**Close-up of the layout**

Region (49, 25) to (74, 50) um. Cells in gray, sequential cells in the stronger gray; small squares are vias.
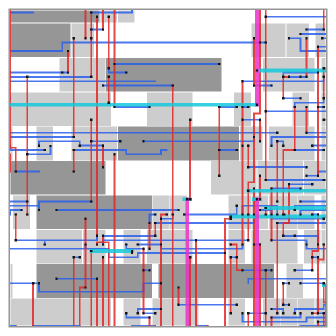
**Routing congestion map**

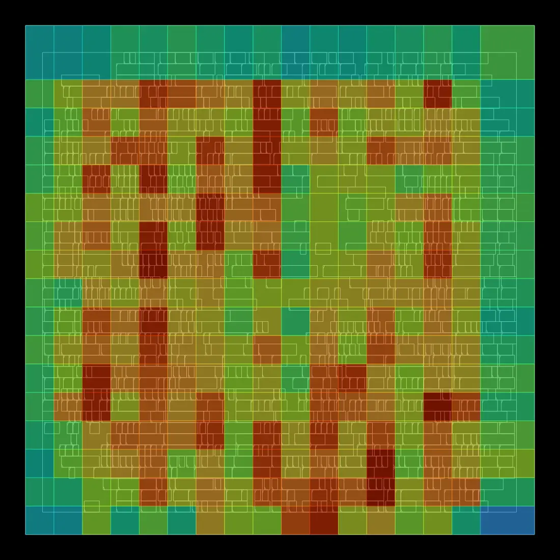
$ cat src/rtl/fetch_stage_pkg.sv
// rtl/fetch_stage_pkg.sv - shared encodings for the fetch stage
package fetch_stage_pkg;

  typedef enum logic [1:0] {
    FS_RUN    = 2'd0,
    FS_DRAIN  = 2'd1,
    FS_HALTED = 2'd2
  } fs_state_e;

  localparam logic [6:0]  OPC_SYSTEM = 7'b1110011;
  localparam logic [31:0] NOP_ENC    = 32'h0000_0013;
  localparam logic [31:0] BAD_ENC    = 32'hbadb_adff;

  function automatic logic is_system(input logic [31:0] inst);
    return inst[6:0] == OPC_SYSTEM;
  endfunction

endpackage

$ cat src/rtl/fetch_stage_sat_counter.sv
// rtl/fetch_stage_sat_counter.sv - saturating up counter
module sat_counter #(
  parameter int W = 16
) (
  input  logic         clk,
  input  logic         reset,
  input  logic         inc,
  output logic [W-1:0] count
);

  logic [W-1:0] count_q;

  always_ff @(posedge clk or posedge reset) begin
    if (reset) begin
      count_q <= '0;
    end else if (inc && (count_q != '1)) begin
      count_q <= count_q + W'(1);
    end
  end

  assign count = count_q;

endmodule

$ cat src/rtl/fetch_stage.sv
// rtl/fetch_stage.sv - PC generation and IF/ID register with stall, redirect and halt drain
module fetch_stage
  import fetch_stage_pkg::*;
#(
  parameter int               XLEN         = 32,
  parameter logic [XLEN-1:0]  RESET_VECTOR = 32'h0100_0000,
  parameter logic [31:0]      NOP_INST     = NOP_ENC,
  parameter logic [31:0]      BAD_INST     = BAD_ENC,
  parameter int               CNT_W        = 16
) (
  input  logic             clk,
  input  logic             reset,
  output logic [XLEN-1:0]  imem_addr,
  input  logic [31:0]      imem_rdata,
  input  logic             stall_d,
  input  logic             redirect,
  input  logic [XLEN-1:0]  redirect_pc,
  output logic [XLEN-1:0]  pc_d,
  output logic [31:0]      inst_d,
  output logic             valid_d,
  output logic             halted,
  output logic             fetch_err,
  output logic [CNT_W-1:0] stall_cnt,
  output logic [CNT_W-1:0] flush_cnt
);

  fs_state_e       state_q, state_d;
  logic [XLEN-1:0] pc_f_q, pc_f_d;
  logic [XLEN-1:0] pc_dec_q, pc_dec_d;
  logic [31:0]     inst_q, inst_d_n;
  logic            valid_q, valid_d_n;
  logic            err_pend_q, err_pend_d;
  logic            fetch_err_q, fetch_err_d;
  logic            stall_inc, flush_inc;

  always_ff @(posedge clk or posedge reset) begin
    if (reset) begin
      state_q     <= FS_RUN;
      pc_f_q      <= RESET_VECTOR;
      pc_dec_q    <= '0;
      inst_q      <= NOP_INST;
      valid_q     <= 1'b0;
      err_pend_q  <= 1'b0;
      fetch_err_q <= 1'b0;
    end else begin
      state_q     <= state_d;
      pc_f_q      <= pc_f_d;
      pc_dec_q    <= pc_dec_d;
      inst_q      <= inst_d_n;
      valid_q     <= valid_d_n;
      err_pend_q  <= err_pend_d;
      fetch_err_q <= fetch_err_d;
    end
  end

  always_comb begin
    state_d     = state_q;
    pc_f_d      = pc_f_q;
    pc_dec_d    = pc_dec_q;
    inst_d_n    = inst_q;
    valid_d_n   = valid_q;
    err_pend_d  = err_pend_q;
    fetch_err_d = fetch_err_q;
    stall_inc   = 1'b0;
    flush_inc   = 1'b0;
    if (state_q != FS_HALTED) begin
      if (redirect) begin
        // Masking rather than slicing keeps the target word-aligned and every bit in use.
        pc_f_d     = redirect_pc & ~XLEN'(3);
        inst_d_n   = NOP_INST;
        valid_d_n  = 1'b0;
        state_d    = FS_RUN;
        err_pend_d = 1'b0;
        flush_inc  = 1'b1;
      end else if (stall_d) begin
        stall_inc = 1'b1;
      end else if (state_q == FS_RUN) begin
        if (imem_rdata == BAD_INST) begin
          inst_d_n   = NOP_INST;
          valid_d_n  = 1'b0;
          err_pend_d = 1'b1;
          state_d    = FS_DRAIN;
        end else begin
          pc_dec_d  = pc_f_q;
          inst_d_n  = imem_rdata;
          valid_d_n = 1'b1;
          if (is_system(imem_rdata)) begin
            state_d = FS_DRAIN;
          end else begin
            pc_f_d = pc_f_q + XLEN'(4);
          end
        end
      end else begin
        inst_d_n    = NOP_INST;
        valid_d_n   = 1'b0;
        state_d     = FS_HALTED;
        fetch_err_d = err_pend_q;
      end
    end
  end

  sat_counter #(.W(CNT_W)) u_stall_cnt (
    .clk   (clk),
    .reset (reset),
    .inc   (stall_inc),
    .count (stall_cnt)
  );

  sat_counter #(.W(CNT_W)) u_flush_cnt (
    .clk   (clk),
    .reset (reset),
    .inc   (flush_inc),
    .count (flush_cnt)
  );

  assign imem_addr = pc_f_q;
  assign pc_d      = pc_dec_q;
  assign inst_d    = inst_q;
  assign valid_d   = valid_q;
  assign halted    = (state_q == FS_HALTED);
  assign fetch_err = fetch_err_q;

endmodule

$ cat config.mk
export PLATFORM = sky130hd
export DESIGN_NAME = fetch_stage
export DESIGN_NICKNAME = d
export VERILOG_FILES = /design/src/rtl/fetch_stage_pkg.sv /design/src/rtl/fetch_stage_sat_counter.sv /design/src/rtl/fetch_stage.sv
export SDC_FILE = /design/constraint.sdc
export NUM_CORES = 1
export LEC_CHECK = 0
export ABC_AREA = 1
export CAP_MARGIN = 20
export CORE_MARGIN = 4
export CORE_UTILIZATION = 52
export CTS_BUF_LIST = sky130_fd_sc_hd__clkbuf_16
export CTS_CLUSTER_SIZE = 8
export DETAILED_ROUTE_END_ITERATION = 16
export PLACE_DENSITY = 0.86
export RECOVER_POWER = 100
export SETUP_SLACK_MARGIN = 0.5
export SYNTH_ARGS = -nofsm -noshare
export SYNTH_HDL_FRONTEND = slang
export SYNTH_SLANG_ARGS = --single-unit
$ cat constraint.sdc
create_clock -name clk -period 10.6 [get_ports clk]
set_input_delay 3.18 -clock clk [delete_from_list [all_inputs] [get_ports clk]]
set_output_delay 3.18 -clock clk [all_outputs]
set_load 0.02 [all_outputs]
==> summary.txt <==
Summary of the current implementation state.

- sky130_fd_sc_hd__nand2_1 is the most common cell in the netlist.
- The met1 usage in global routing is 0.336, for reference.
- The routability-driven placement congestion ratio is 0.884, for reference.
- Entering global routing, the biggest net connects 69 pins.
- The internal portion of the total power is 1.42 mW.
- The first-pass detailed-route iteration total is 5, for reference.
- In this build the clock could be raised as far as 0.124 GHz.
- Per the STA report, the cell with the highest stage delay on the worst path is sky130_fd_sc_hd__clkinvlp_2.
- The signal arrival time at the worst endpoint is 8.43 ns, for reference.
- The final reports fail on max-capacitance violations, max-slew violations.
- The total met3 wirelength after detailed routing is 1280 um, for reference.
- The flip-flop count of the largest register, all copies and words added is 32, for reference.
- The number of DRC violations after detailed routing is 0, for reference.
- The number of placed instances, taps included is 1288, for reference.
- The worst setup path is captured at a flop.
- The power report attributes to the combinational group a share of 0.411.
- Walking the critical path from launch to capture passes 11 cell instances.
- The number of primary I/O pins is 199, for reference.
- In this run the clock root is driven by a sky130_fd_sc_hd__clkbuf_16.
- The count of inserted antenna diode cells is 0, for reference.
- Setup violations remaining at the end of the flow were counted as 0.
- In this run the standard cell core region covers 0.0128 sq mm.
- The simple-gate share of the synthesized area is 0.407, for reference.
- The overall overflow remaining after global route is 0, for reference.
- The start point of the worst min-delay path is pc_d[17]$_DFFE_PP0P_, for reference.
- Looking at the global route congestion table, the highest-usage layer is met2.
- The tapcell count is 172, for reference.
- On the reported timing paths, the clock transition at the registers reads 0.05 ns.
- The net load switching power is 0.999 mW, for reference.
- The time the final worst path needs with I/O delays and setup is 8.08 ns, for reference.
- In the routed layout, each cell is associated on average with a via count of 5.15.
- The post-synthesis cell type count is 35, for reference.
- The number of max-slew violations in the final report is 102, for reference.
- The H-tree was split into 4 levels.
- The routed length on met2 is 9820 um, for reference.
- The worst hold path was traced through 2 stages.
- The synthesis report names the predominant flop master as sky130_fd_sc_hd__dfrtp_1.
- For this design, Yosys synthesis ends with a cell count of 953.
- For reference, the top cells by area after synthesis are sky130_fd_sc_hd__dfrtp_1 (45%), sky130_fd_sc_hd__nand2_1 (23%), sky130_fd_sc_hd__nand3_1 (8.3%).
- The worst hold path endpoint is pc_d[17]$_DFFE_PP0P_, for reference.
- In this run the horizontal extent of the chip is 124 um.
- The total standard cell area after synthesis is 0.00694 sq mm, for reference.
- The wire-length estimate of the detail-placed layout is 13600 um.
- The proportion of register bits with asynchronous set or reset after synthesis is 1.00, for reference.
- Across the routed clock network, the largest skew measured is 0.00699 ns.
- The total of hold buffers inserted after clock tree synthesis is 0, for reference.
- The run reported a max-capacitance violation count of 3.
- Adding up every negative setup slack in the final design gives 0 ns.
- Of the total power, registers draw 0.353.
- The clock buffer count is 17, for reference.
- After synthesis, the largest family of logic cells by area is simple AND/OR/NAND/NOR gates.
- The flow ran to the end, but the final reports show violations.
- After layout, the design draws a total of 2.42 mW.
- Sequential cells placed in the final layout were counted as 129.
- The most critical hold endpoint after final layout shows a slack of 0.460 ns.
- According to the floorplan report, the die height is 124 um.
- As logged by OpenROAD, the buffers inserted on ports number 192.
- The initial antenna violation count came to 0.
- Clock network power for this build is 0.573 mW.
- The final clock period utilization by the worst path is 0.762, for reference.
- The fraction of cell area in non-clock buffers is 0.207, for reference.
- By instance count, the cell type seen most on the critical path is sky130_fd_sc_hd__nand2_1.
- The design area is 0.00946 sq mm, for reference.
- The placement stage leaves a total instance area of 0.00890 sq mm.
- According to the finish report, the design has a final net count of 1206.
- The cell count after synthesis came out at 953.
- Setup slack closes at 2.52 ns.
- For the worst reg-to-reg path, the startpoint reported by OpenROAD is state_q[0]$_DFFE_PP0P_.
- The flop share of the area is 0.342, for reference.
- The end point of the critical path is imem_addr[20]$_DFFE_PP0P_, for reference.
- The total combinational power is 0.993 mW, for reference.
- The worst setup path is of the primary input to flop kind.
- Switching power as a fraction of the total was reported as 0.413.
- The number of setup buffers added after CTS is 0, for reference.
- According to the floorplan log, the row count is 41.
- The cell-mix breakdown from Yosys lists the compound-gate area share as 0.0188.
Back to the opening pictures, 'close-up of the layout':
Blue is met1. Cyan is met3. Red is met2. Magenta is met4.
Netlist names of flops here include inst_d (4), pc_d (3). Most frequent: nand2_1 (14), dlygate4sd3_1 (7), dfrtp_1 (6). Sequential cells in the window: 7. 47 logic cells have their middle in the window.

Back to the opening pictures, 'routing congestion map':
global-route track usage on met2: 0.448
final standard cell utilization of the core: 0.737
WL/cell: 14.9 um
met3 Usage GRT: 0.0567
Total Routing Usage GR: 0.264

No activity file was given, so power comes from the tool's default toggle rates.
